[src/rtl/fm_pkg.sv]
// Shared types and constants for the FM channel scanner.
package fm_pkg;

  localparam int unsigned PHI_W          = 32;
  localparam int unsigned N_CH_DEF       = 8;
  localparam int unsigned SETTLE_CYC_DEF = 64;
  localparam int unsigned MEAS_LOG2_DEF  = 8;

  typedef enum logic [2:0] {
    ST_IDLE,
    ST_SETTLE,
    ST_MEAS,
    ST_CMP,
    ST_LOCK
  } scan_state_t;

endpackage

[src/rtl/iq_mag_acc.sv]
// |I|+|Q| magnitude estimate accumulated over a measurement window.
module iq_mag_acc (
  input  logic               clk,
  input  logic               rst,
  input  logic               clr,
  input  logic               en,
  input  logic signed [15:0] i_in,
  input  logic signed [15:0] q_in,
  output logic [31:0]        acc
);

  logic [16:0] i_ext, q_ext, abs_i, abs_q;
  logic [17:0] sum;

  // 17-bit result so that |-32768| = 32768 is representable
  always_comb begin
    i_ext = {i_in[15], i_in};
    q_ext = {q_in[15], q_in};
    abs_i = i_in[15] ? (~i_ext + 17'd1) : i_ext;
    abs_q = q_in[15] ? (~q_ext + 17'd1) : q_ext;
    sum   = {1'b0, abs_i} + {1'b0, abs_q};
  end

  always_ff @(posedge clk or posedge rst) begin
    if (rst) begin
      acc <= '0;
    end else if (clr) begin
      acc <= '0;
    end else if (en) begin
      acc <= acc + 32'(sum);
    end
  end

endmodule

[src/rtl/fm_scan_ctrl.sv]
// Steps the NCO across N_CH channels, measures each, then locks to the strongest.
module fm_scan_ctrl
  import fm_pkg::*;
#(
  parameter int unsigned N_CH       = N_CH_DEF,
  parameter int unsigned SETTLE_CYC = SETTLE_CYC_DEF,
  parameter int unsigned MEAS_LOG2  = MEAS_LOG2_DEF
) (
  input  logic                    clk,
  input  logic                    rst,
  input  logic                    start,
  input  logic                    abort,
  input  logic [PHI_W-1:0]        base_phi,
  input  logic [PHI_W-1:0]        step_phi,
  input  logic signed [15:0]      I_in,
  input  logic signed [15:0]      Q_in,
  output logic [PHI_W-1:0]        phi_inc,
  output logic                    busy,
  output logic                    done,
  output logic                    locked,
  output logic [$clog2(N_CH)-1:0] best_ch,
  output logic [31:0]             best_mag
);

  localparam int unsigned CH_W        = $clog2(N_CH);
  localparam logic [CH_W-1:0] LAST_CH = CH_W'(N_CH - 1);
  localparam logic [31:0] SETTLE_LAST = 32'(SETTLE_CYC - 1);
  localparam logic [31:0] MEAS_LAST   = 32'((1 << MEAS_LOG2) - 1);

  scan_state_t      state;
  logic [CH_W-1:0]  ch;
  logic [31:0]      cnt;
  logic [PHI_W-1:0] base_q, step_q, best_phi;
  logic [31:0]      acc;

  iq_mag_acc u_mag (
    .clk  (clk),
    .rst  (rst),
    .clr  (state == ST_SETTLE),
    .en   (state == ST_MEAS),
    .i_in (I_in),
    .q_in (Q_in),
    .acc  (acc)
  );

  always_ff @(posedge clk or posedge rst) begin
    if (rst) begin
      state    <= ST_IDLE;
      ch       <= '0;
      cnt      <= '0;
      base_q   <= '0;
      step_q   <= '0;
      best_phi <= '0;
      phi_inc  <= '0;
      busy     <= 1'b0;
      done     <= 1'b0;
      locked   <= 1'b0;
      best_ch  <= '0;
      best_mag <= '0;
    end else begin
      done <= 1'b0;
      // Abort overrides every scan state; partial best_* results are kept
      if (abort && state != ST_IDLE) begin
        state   <= ST_IDLE;
        phi_inc <= base_q;
        busy    <= 1'b0;
        locked  <= 1'b0;
      end else begin
        case (state)
          ST_IDLE: begin
            if (abort) begin
              locked <= 1'b0;
            end else if (start) begin
              base_q   <= base_phi;
              step_q   <= step_phi;
              ch       <= '0;
              phi_inc  <= base_phi;
              busy     <= 1'b1;
              locked   <= 1'b0;
              best_ch  <= '0;
              best_mag <= '0;
              cnt      <= '0;
              state    <= ST_SETTLE;
            end
          end
          ST_SETTLE: begin
            if (cnt == SETTLE_LAST) begin
              cnt   <= '0;
              state <= ST_MEAS;
            end else begin
              cnt <= cnt + 32'd1;
            end
          end
          ST_MEAS: begin
            if (cnt == MEAS_LAST) begin
              cnt   <= '0;
              state <= ST_CMP;
            end else begin
              cnt <= cnt + 32'd1;
            end
          end
          ST_CMP: begin
            // Strict compare keeps the lower channel on a tie
            if (ch == '0 || acc > best_mag) begin
              best_mag <= acc;
              best_ch  <= ch;
              best_phi <= phi_inc;
            end
            if (ch == LAST_CH) begin
              state <= ST_LOCK;
            end else begin
              ch      <= ch + CH_W'(1);
              phi_inc <= phi_inc + step_q;
              state   <= ST_SETTLE;
            end
          end
          ST_LOCK: begin
            phi_inc <= best_phi;
            locked  <= 1'b1;
            busy    <= 1'b0;
            done    <= 1'b1;
            state   <= ST_IDLE;
          end
          default: state <= ST_IDLE;
        endcase
      end
    end
  end

endmodule

[config.mk]
export PLATFORM = sky130hd
export DESIGN_NAME = fm_scan_ctrl
export DESIGN_NICKNAME = d
export VERILOG_FILES = /design/src/rtl/fm_pkg.sv /design/src/rtl/iq_mag_acc.sv /design/src/rtl/fm_scan_ctrl.sv
export SDC_FILE = /design/constraint.sdc
export NUM_CORES = 1
export LEC_CHECK = 0
export ABC_CLOCK_PERIOD_IN_PS = 8840
export CAP_MARGIN = 10
export CORE_ASPECT_RATIO = 2
export CORE_UTILIZATION = 50
export CTS_CLUSTER_DIAMETER = 100
export DETAILED_ROUTE_END_ITERATION = 10
export HOLD_SLACK_MARGIN = 0.05
export PLACE_DENSITY = 0.75
export SLEW_MARGIN = 20
export SYNTH_ARGS = -nofsm -noshare
export SYNTH_HDL_FRONTEND = slang
export SYNTH_SLANG_ARGS = --single-unit
[constraint.sdc]
create_clock -name clk -period 8.84 [get_ports clk]
set_input_delay 1.768 -clock clk [delete_from_list [all_inputs] [get_ports clk]]
set_output_delay 1.768 -clock clk [all_outputs]
set_load 0.02 [all_outputs]
Fig. 1: ports around the boundary
Pins as bars across the die edge, other pins in grey.
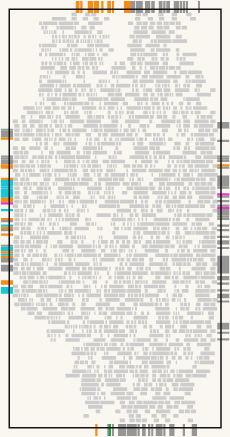
[magenta] `best_ch` | pins: 3 | direction: output | edge: 2 east, 1 west
[cyan] `I_in` | pins: 16 | direction: input | edge: west
[green] `abort` | pins: 1 | direction: input | edge: south
[orange] `best_mag` | pins: 32 | direction: output | edge: 17 north, 13 west, 1 east, 1 south
all pins by edge: 51 east, 46 west, 41 north, 32 south

Fig. 2: signal wires by layer
Only two layers are drawn.
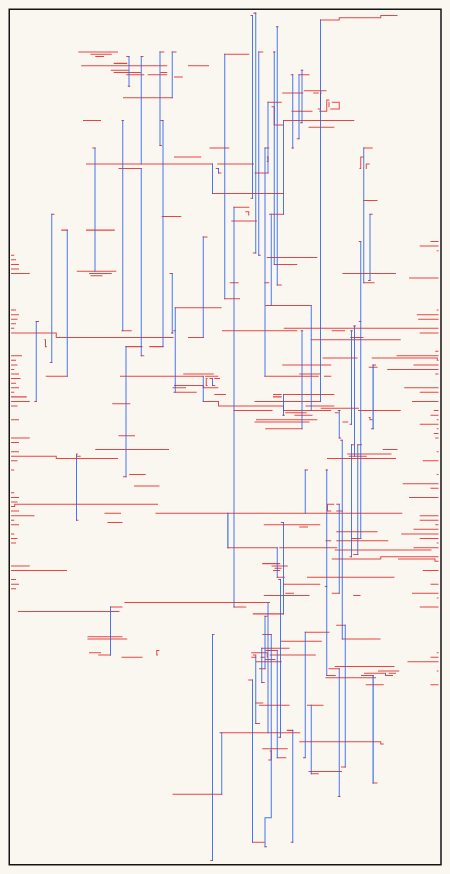
[red] M3 | wire length: 2150 um
[blue] M4 | wire length: 2560 um

Fig. 3: routing congestion map
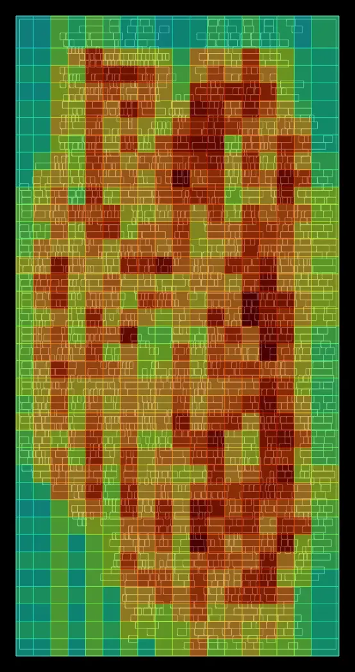
GRT Total Usage: 28.74%
GR Util met1: 30.39%
fraction of the core area covered by cells at the end of the flow: 59.47%

-- per-layer routing --
| metal | vias up | GRT usage (%) | wire length (um) |
|---|---|---|---|
| met1 | 7180 | 30.39 | 16870 |
| met2 | 504 | 53.60 | 24800 |
| met5 | - | 0 | 0 |
| met4 | 0 | 17.38 | 2559 |
| li1 | 6742 | - | - |
| met3 | 154 | 3.608 | 2151 |
-- where the power goes --
group          switching [W]  internal, W  leakage (nW)
combinational        0.00246      0.00138          4.85
sequential          0.000357      0.00143          2.95
clock               0.000439     0.000635         0.399
total                0.00326      0.00345          8.20
-- final timing paths --
path | depth (start not counted) | start | end | slack, ps
max in group asynchronous | 3 | rst | done | 5560
setup / recovery | 15 | I_in[4] | u_mag.acc[21] | 2860
min in group asynchronous | 2 | rst | step_q[8] | 1770
setup reg to reg | 14 | u_mag.acc[1] | u_mag.acc[21] | 4950
hold reg to reg | 1 | base_q[23] | base_q[23] | 500
hold / removal | 1 | base_q[23] | base_q[23] | 500
-- final cells by class --
cell class | instances | area (sq um) | area share (%)
multi-input cells | 1367 | 9231 | 49.40
inverters | 100 | 382.9 | 2.049
clock inverters | 9 | 145.1 | 0.7766
flip-flops and latches | 236 | 5906 | 31.60
well taps | 423 | 529.3 | 2.832
repair buffers | 185 | 1836 | 9.822
diodes | 1 | 2.502 | 0.01339
clock buffers | 31 | 655.6 | 3.508
-- kinds of logic (layout without fill, tap and decap cells) --
logic type | count (synthesis) | after routing | share of synthesized area (%)
XOR/XNOR | 90 | 90 | 4.956
AND/OR/NAND/NOR | 631 | 631 | 19.24
buffers and inverters | 214 | 325 | 5.389
multiplexers | 81 | 81 | 5.609
AND-OR/OR-AND | 458 | 458 | 18.49
flip-flops | 236 | 236 | 37.13
other | 1 | 3 | 0.02358
adder cells (fa/ha/maj) | 105 | 105 | 9.157
==> results.sh <==
# flow metrics
export IMPL_status="complete, no violations"
export IMPL_synth_sequential_area_ratio_pct=37.13
export IMPL_synth_warning_count=0
export IMPL_design_die_area_sq_um=32570
export IMPL_synth_yosys_chip_area_sq_um=15910
export IMPL_floorplan_rows=92
export IMPL_class_of_the_tightest_hold_or_removal_check="flip-flop to flip-flop"
export IMPL_final_net_count=2118
export IMPL_pre_cts_ws_ps=2378
export IMPL_critical_path_max_stage_delay_ps=790
export IMPL_pins_over_their_slew_limit=0
export IMPL_drt_iter0_drc=880
export IMPL_grt_overflow=0
export IMPL_worst_setup_hold_path_clk_slew_ps=60
export IMPL_worst_endpoint_required_ps=9290
export IMPL_dpl_instance_area_sq_um=17880
export IMPL_synth_avg_cell_area_sq_um=8.758
export IMPL_final_cell_count_no_fill=2352
export IMPL_largest_area_cell="sky130_fd_sc_hd__dfrtp_1"
export IMPL_openroad_warning_count=31
export IMPL_enable_flop_cells=0
export IMPL_drc_errors=0
export IMPL_dr_pass1_iters=5
export IMPL_timing_critical_path_fanout_max=4
export IMPL_numClockSinks=236
export IMPL_period_needed_ps=5983
export IMPL_netlist_top_cell_by_instances="sky130_fd_sc_hd__dfrtp_1"
export IMPL_wl_per_cell_um=19.72
export IMPL_critical_path_slowest_cell="sky130_fd_sc_hd__o41ai_1"
export IMPL_finalHoldWorstSlack_ps=504.3
export IMPL_setup_tns_ps=0
export IMPL_dieWidth_um=128.1
export IMPL_final_cell_area_sq_um=18690
export IMPL_timing_critical_path_buf_inv=2
export IMPL_peakVddDrop_mv=0.3971
export IMPL_final_setup_viol_count=0
export IMPL_data_arrival_time_of_the_critical_path_ps=6430
export IMPL_slew_of_the_pin_with_the_lowest_slew_margin_ps=1107
export IMPL_buffer_ports_inserted=169
export IMPL_die_h_um=254.2
export IMPL_detailedPlacementHpwl_um=31270
export IMPL_cp_start_kind="input port"
export IMPL_netlist_instances=1816
export IMPL_ctsRootBufferMaster="sky130_fd_sc_hd__clkbuf_16"
export IMPL_endpoint_kind="flip-flop"
export IMPL_synth_cell_type_count=74
export IMPL_setup_worst_path_class="input port to flip-flop"
export IMPL_detail_route_vias_per_cell=6.199
export IMPL_cts_tree="done"
export IMPL_pin_count_of_the_biggest_net_entering_global_routing=119
export IMPL_fin_total_pwr_w=0.006707
export IMPL_fp_util_pct=50.61
export IMPL_post_synth_most_frequent_cells="sky130_fd_sc_hd__dfrtp_1 (236), sky130_fd_sc_hd__nor2_1 (174), sky130_fd_sc_hd__nand2_1 (151)"
export IMPL_skew_ps=11.24
export IMPL_gp_congestion=0.9021
export IMPL_maxSlewHeadroom_pct=26.19
export IMPL_crit_chain="clkdlybuf4s50_1 > or3_1 > o41ai_1 > xor2_1 > fa_1 > inv_1 > ha_1 > or3_1 > a211oi_1 > o31ai_2 > a21oi_1 > o21ai_0 > a21oi_1 > nand3b_1 > mux2i_1"
export IMPL_antenna_found_initial=1
export IMPL_cts_buffers_inserted=23
export IMPL_syn_to_final_growth_pct=17.50
export IMPL_ratio_of_cells_with_drive_above_1_in_the_final_layout_pct=7.988
export IMPL_lay_top_count="sky130_fd_sc_hd__dfrtp_1"
No activity file was given, so power comes from the tool's default toggle rates.
